`src/rtl/mux_scan.sv`:
```
// Registered N-channel, W-bit selector with manual select and an automatic
// scan mode that dwells DWELL cycles on each channel before stepping on.
module mux_scan #(
  parameter int N     = 4,
  parameter int W     = 1,
  parameter int SW    = $clog2(N),
  parameter int DWELL = 4
) (
  input  logic           clk,
  input  logic           rst_n,
  input  logic [N*W-1:0] a,
  input  logic [SW-1:0]  s,
  input  logic           mode,
  input  logic           hold,
  output logic [W-1:0]   y,
  output logic [SW-1:0]  ch,
  output logic           ch_valid,
  output logic           sel_err
);

  localparam int CW  = (DWELL > 1) ? $clog2(DWELL) : 1;
  localparam int SXW = SW + 1;
  // One extra bit so s can be compared against N even when N = 2**SW.
  localparam logic [SXW-1:0] NUM_CH   = SXW'(N);
  localparam logic [SW-1:0]  LAST_CH  = SW'(N - 1);
  localparam logic [CW-1:0]  LAST_CNT = CW'(DWELL - 1);

  logic [W-1:0]  y_q, y_d;
  logic [SW-1:0] ch_q, ch_d;
  logic [CW-1:0] cnt_q, cnt_d;
  logic          vld_q, vld_d;
  logic          err_q, err_d;

  always_comb begin
    ch_d  = ch_q;
    cnt_d = cnt_q;
    err_d = 1'b0;
    if (!mode) begin
      cnt_d = '0;
      if ({1'b0, s} < NUM_CH) ch_d = s;
      else                    err_d = 1'b1;
    end else if (!hold) begin
      if (cnt_q == LAST_CNT) begin
        cnt_d = '0;
        ch_d  = (ch_q == LAST_CH) ? '0 : ch_q + 1'b1;
      end else begin
        cnt_d = cnt_q + 1'b1;
      end
    end
  end

  // Data follows the channel that will be current after this edge.
  always_comb begin
    y_d = '0;
    for (int i = 0; i < N; i++) begin
      if (ch_d == SW'(i)) y_d = a[i*W +: W];
    end
    vld_d = (ch_d != ch_q);
  end

  always_ff @(posedge clk or negedge rst_n) begin
    if (!rst_n) begin
      y_q   <= '0;
      ch_q  <= '0;
      cnt_q <= '0;
      vld_q <= 1'b0;
      err_q <= 1'b0;
    end else begin
      y_q   <= y_d;
      ch_q  <= ch_d;
      cnt_q <= cnt_d;
      vld_q <= vld_d;
      err_q <= err_d;
    end
  end

  assign y        = y_q;
  assign ch       = ch_q;
  assign ch_valid = vld_q;
  assign sel_err  = err_q;

endmodule

```
`config.mk`:
```
export PLATFORM = sky130hd
export DESIGN_NAME = mux_scan
export DESIGN_NICKNAME = d
export VERILOG_FILES = /design/src/rtl/mux_scan.sv
export SDC_FILE = /design/constraint.sdc
export NUM_CORES = 1
export LEC_CHECK = 0
export CAP_MARGIN = 40
export CORE_AREA = 2 2 39 41
export CTS_CLUSTER_SIZE = 14
export DETAILED_ROUTE_END_ITERATION = 7
export DIE_AREA = 0 0 41 43
export PLACE_DENSITY_LB_ADDON = 0.15
export SETUP_SLACK_MARGIN = 0.15
export SYNTH_ARGS = -nofsm -noshare
export SYNTH_HDL_FRONTEND = slang
export SYNTH_SLANG_ARGS = --single-unit
export TNS_END_PERCENT = 100
```
`constraint.sdc`:
```
create_clock -name clk -period 1.4 [get_ports clk]
set_input_delay 0.14 -clock clk [delete_from_list [all_inputs] [get_ports clk]]
set_output_delay 0.14 -clock clk [all_outputs]
set_load 0.05 [all_outputs]
```
==> run_1/sizing.png <==
(12 px per micron)
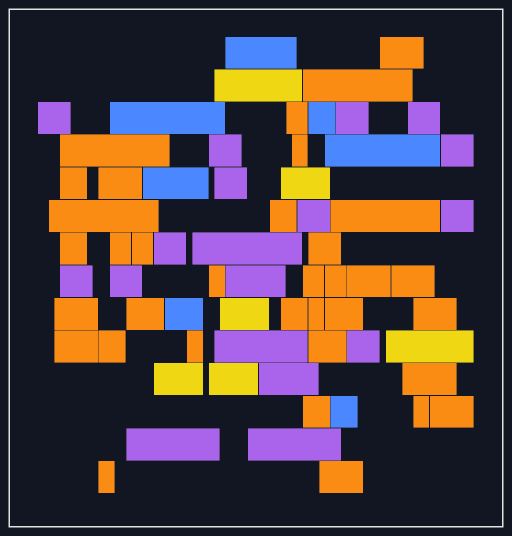
x6 and larger: in yellow, cells 6, most used buf_6. x1 and smaller: in orange, cells 35, most used clkdlybuf4s50_1. x3 and x4: in purple, cells 18, most used buf_4. x2: in blue, cells 7, most used dfrtp_2.

==> run_1/util_map.png <==
(8 px per micron) The die is cut into 8 by 9 equal tiles; black is low, pale yellow is high, 0 to 100% covered.
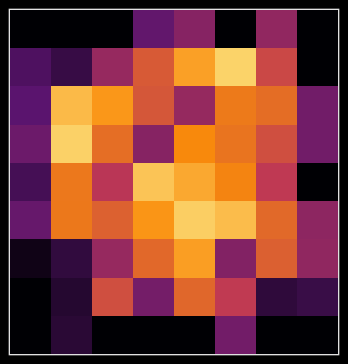
The emptiest ninth of the die: south-west. 19% of the tiles are nearly empty. 15% of the tiles are over 75% full. The fullest tile reaches 90%. The densest ninth of the die: centre. The mean over all tiles is 41%.
Core Area: 1384 sq um
final core occ: 53.35%

==> run_1/m2.png <==
(8 px per micron)
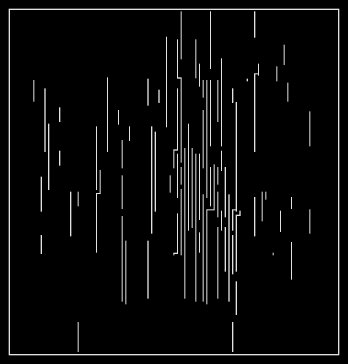
The wires run mostly vertical. The layer carries 495 microns of wire. 67 nets have wire on it.
vias after detailed routing: 384
final wirelength: 963 microns
GRT met2 Usage: 18.75%

==> results.py, run 1 <==
# Metrics from the implementation run
metrics = {
    "outcome": {
        "status": "complete, but fails checks",
        "violations": "setup timing",
    },
    "detailed_routing": {
        "vias_per_cell": 4.683,
        "drt_iter0_drc": 4,
    },
    "final_timing": {
        "post-route-min-period_ns": 1.580,
        "fin_tns_setup_ns": -0.2293,
        "setup_ws_ns": -0.1797,
        "setup_viol": 2,
    },
    "yosys": {
        "top_cell_area_share_pct": 38.59,
        "synthCells": 41,
        "mux_share_pct": 2.572,
        "yosys_most_used_dff": "dfrtp_1",
        "synth_warnings": 0,
        "ys_seq_share_pct": 38.59,
        "synth-adder-area-share_pct": 6.431,
        "yosys-stat-cells": 41,
        "edf_count": 0,
        "synthSimpleGateAreaFrac_pct": 26.05,
        "top_area_cell": "dfrtp_1",
    },
    "placed_design": {
        "portBuffers": 13,
    },
    "power": {
        "combPwrFrac_pct": 41.9,
        "p_leak_nw": 0.3185,
        "p_comb_mw": 0.258,
        "p_int_mw": 0.4148,
        "power_leader": "combinational logic",
        "p_clk_mw": 0.152,
    },
    "floorplanning": {
        "chipArea_sq_um": 1763,
        "pin_count": 15,
        "die_w_microns": 41,
        "fp.dieH_microns": 43,
    },
    "finish": {
        "fin_nets": 80,
        "antenna_cells": 0,
        "inverters": 3,
        "clkCellAreaFrac_pct": 3.051,
        "sh_comb_area_pct": 38.81,
        "layoutNonFillerInstCount": 82,
        "area_delta_synth_final_pct": 89.71,
        "flop_area_sq_um": 152.6,
        "logic_area_sq_um": 286.5,
    },
    "clocking": {
        "cts_sinks": 6,
        "numCtsBuffers": 3,
    },
    "global_routing": {
        "grt_pass1_vias": 342,
        "grt-ovfl-total": 0,
    },
    "critical_path": {
        "path_delay_family": "simple AND/OR/NAND/NOR gates",
        "end_kind": "register",
        "rr_worst_depth": 5,
        "cp_num_buf_inv": 0,
        "critPathCapture": "y",
    },
}
-- run 1: registers in the layout, indices dropped and copies added (netlist names) --
register	flops
ch_valid	1
cnt_q	2
y	1
ch	2
-- run 1: metrics by stage --
step	hold WS (ns)	total power [mW]	utilization, %	instance area [sq um]	setup slack [ns]
global route	0.1428	0.6590	53.35	738.2	-0.2663
detailed placement	0.4033	0.4340	45.03	623.1	-0.2568
floorplan	-0.1556	0.3283	-	394.1	-0.2852
global placement	0.4022	0.4364	45.03	623.1	-0.2386
finish	0.1400	0.6156	53.35	738.2	-0.1797
CTS	0.1460	0.5969	47.83	661.9	-0.1701
-- run 1: timing repair --
action | CTS | global route
pin swaps | 3 | 5
endpoints found under the hold margin | 0 | 0
endpoints found under the setup margin | 3 | 3
resized | 3 | 13
buffers inserted | 0 | 1
--- run 2 (diff from run 1) ---
--- a/config.mk
+++ b/config.mk
@@ -7,7 +7,7 @@
 export LEC_CHECK = 0
 export CAP_MARGIN = 40
 export CORE_AREA = 2 2 39 41
-export CTS_CLUSTER_SIZE = 14
+export CTS_CLUSTER_SIZE = 25
 export DETAILED_ROUTE_END_ITERATION = 7
 export DIE_AREA = 0 0 41 43
 export PLACE_DENSITY_LB_ADDON = 0.15
==> run_2/sizing.png <==
(12 px per micron)
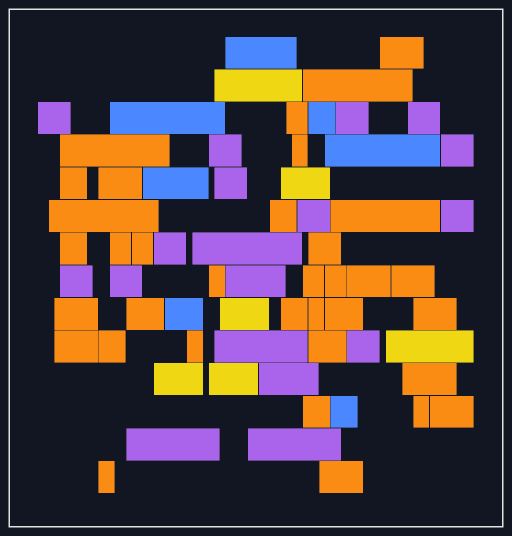
x3 and x4: in purple, cells 18, most used buf_4. x1 and smaller: in orange, cells 35, most used clkdlybuf4s50_1. x2: in blue, cells 7, most used dfrtp_2. x6 and larger: in yellow, cells 6, most used buf_6.

==> run 2 against run 1 <==
Compared with the run above:
- the flow still finishes with violations (setup timing)
- utilization did not move
- cell count did not move
- maximum frequency unchanged
- critical path type unchanged
- critical path depth stayed put
==> results.py, run 2 <==
# Metrics from the implementation run
metrics = {
    "yosys": {
        "top_cell_area_share_pct": 38.59,
        "ys_seq_share_pct": 38.59,
        "top_area_cell": "dfrtp_1",
    },
    "global_routing": {
        "grt-ovfl-total": 0,
        "grt_pass1_vias": 342,
    },
    "outcome": {
        "violations": "setup timing",
        "status": "complete, but fails checks",
    },
    "power": {
        "total_power_mw": 0.6156,
        "p_clk_mw": 0.152,
        "power_leader": "combinational logic",
        "p_comb_mw": 0.258,
        "p_leak_nw": 0.3185,
    },
    "finish": {
        "clkCellAreaFrac_pct": 3.051,
        "antenna_cells": 0,
        "layoutNonFillerInstCount": 82,
        "area_delta_synth_final_pct": 89.71,
    },
    "final_timing": {
        "setup_ws_ns": -0.1797,
        "setup_viol": 2,
    },
    "detailed_routing": {
        "drt_iter0_drc": 4,
    },
    "floorplanning": {
        "core_sq_um": 1384,
    },
    "critical_path": {
        "critPathCapture": "y",
        "cp_num_buf_inv": 0,
    },
}
-- run 2: cell counts in the layout (fill, tap and decap cells not counted) --
No cell type changed its count.
-- run 2: timing repair --
action	CTS	global route
buffers inserted	0	1
endpoints found under the setup margin	3	3
resized	3	13
pin swaps	3	5
-- run 2: per-stage QoR --
stage	setup TNS [ns]	setup slack, ns	cell area, sq um	utilization, %	hold slack (ns)
detailed placement	-0.4588	-0.2568	623.1	45.03	0.4033
global placement	-0.4587	-0.2386	623.1	45.03	0.4022
finish	-0.2293	-0.1797	738.2	53.35	0.1400
global route	-0.3824	-0.2663	738.2	53.35	0.1428
floorplan	-0.4228	-0.2852	394.1	-	-0.1556
CTS	-0.2101	-0.1701	661.9	47.83	0.1460
Power and IR drop assume default switching activity.
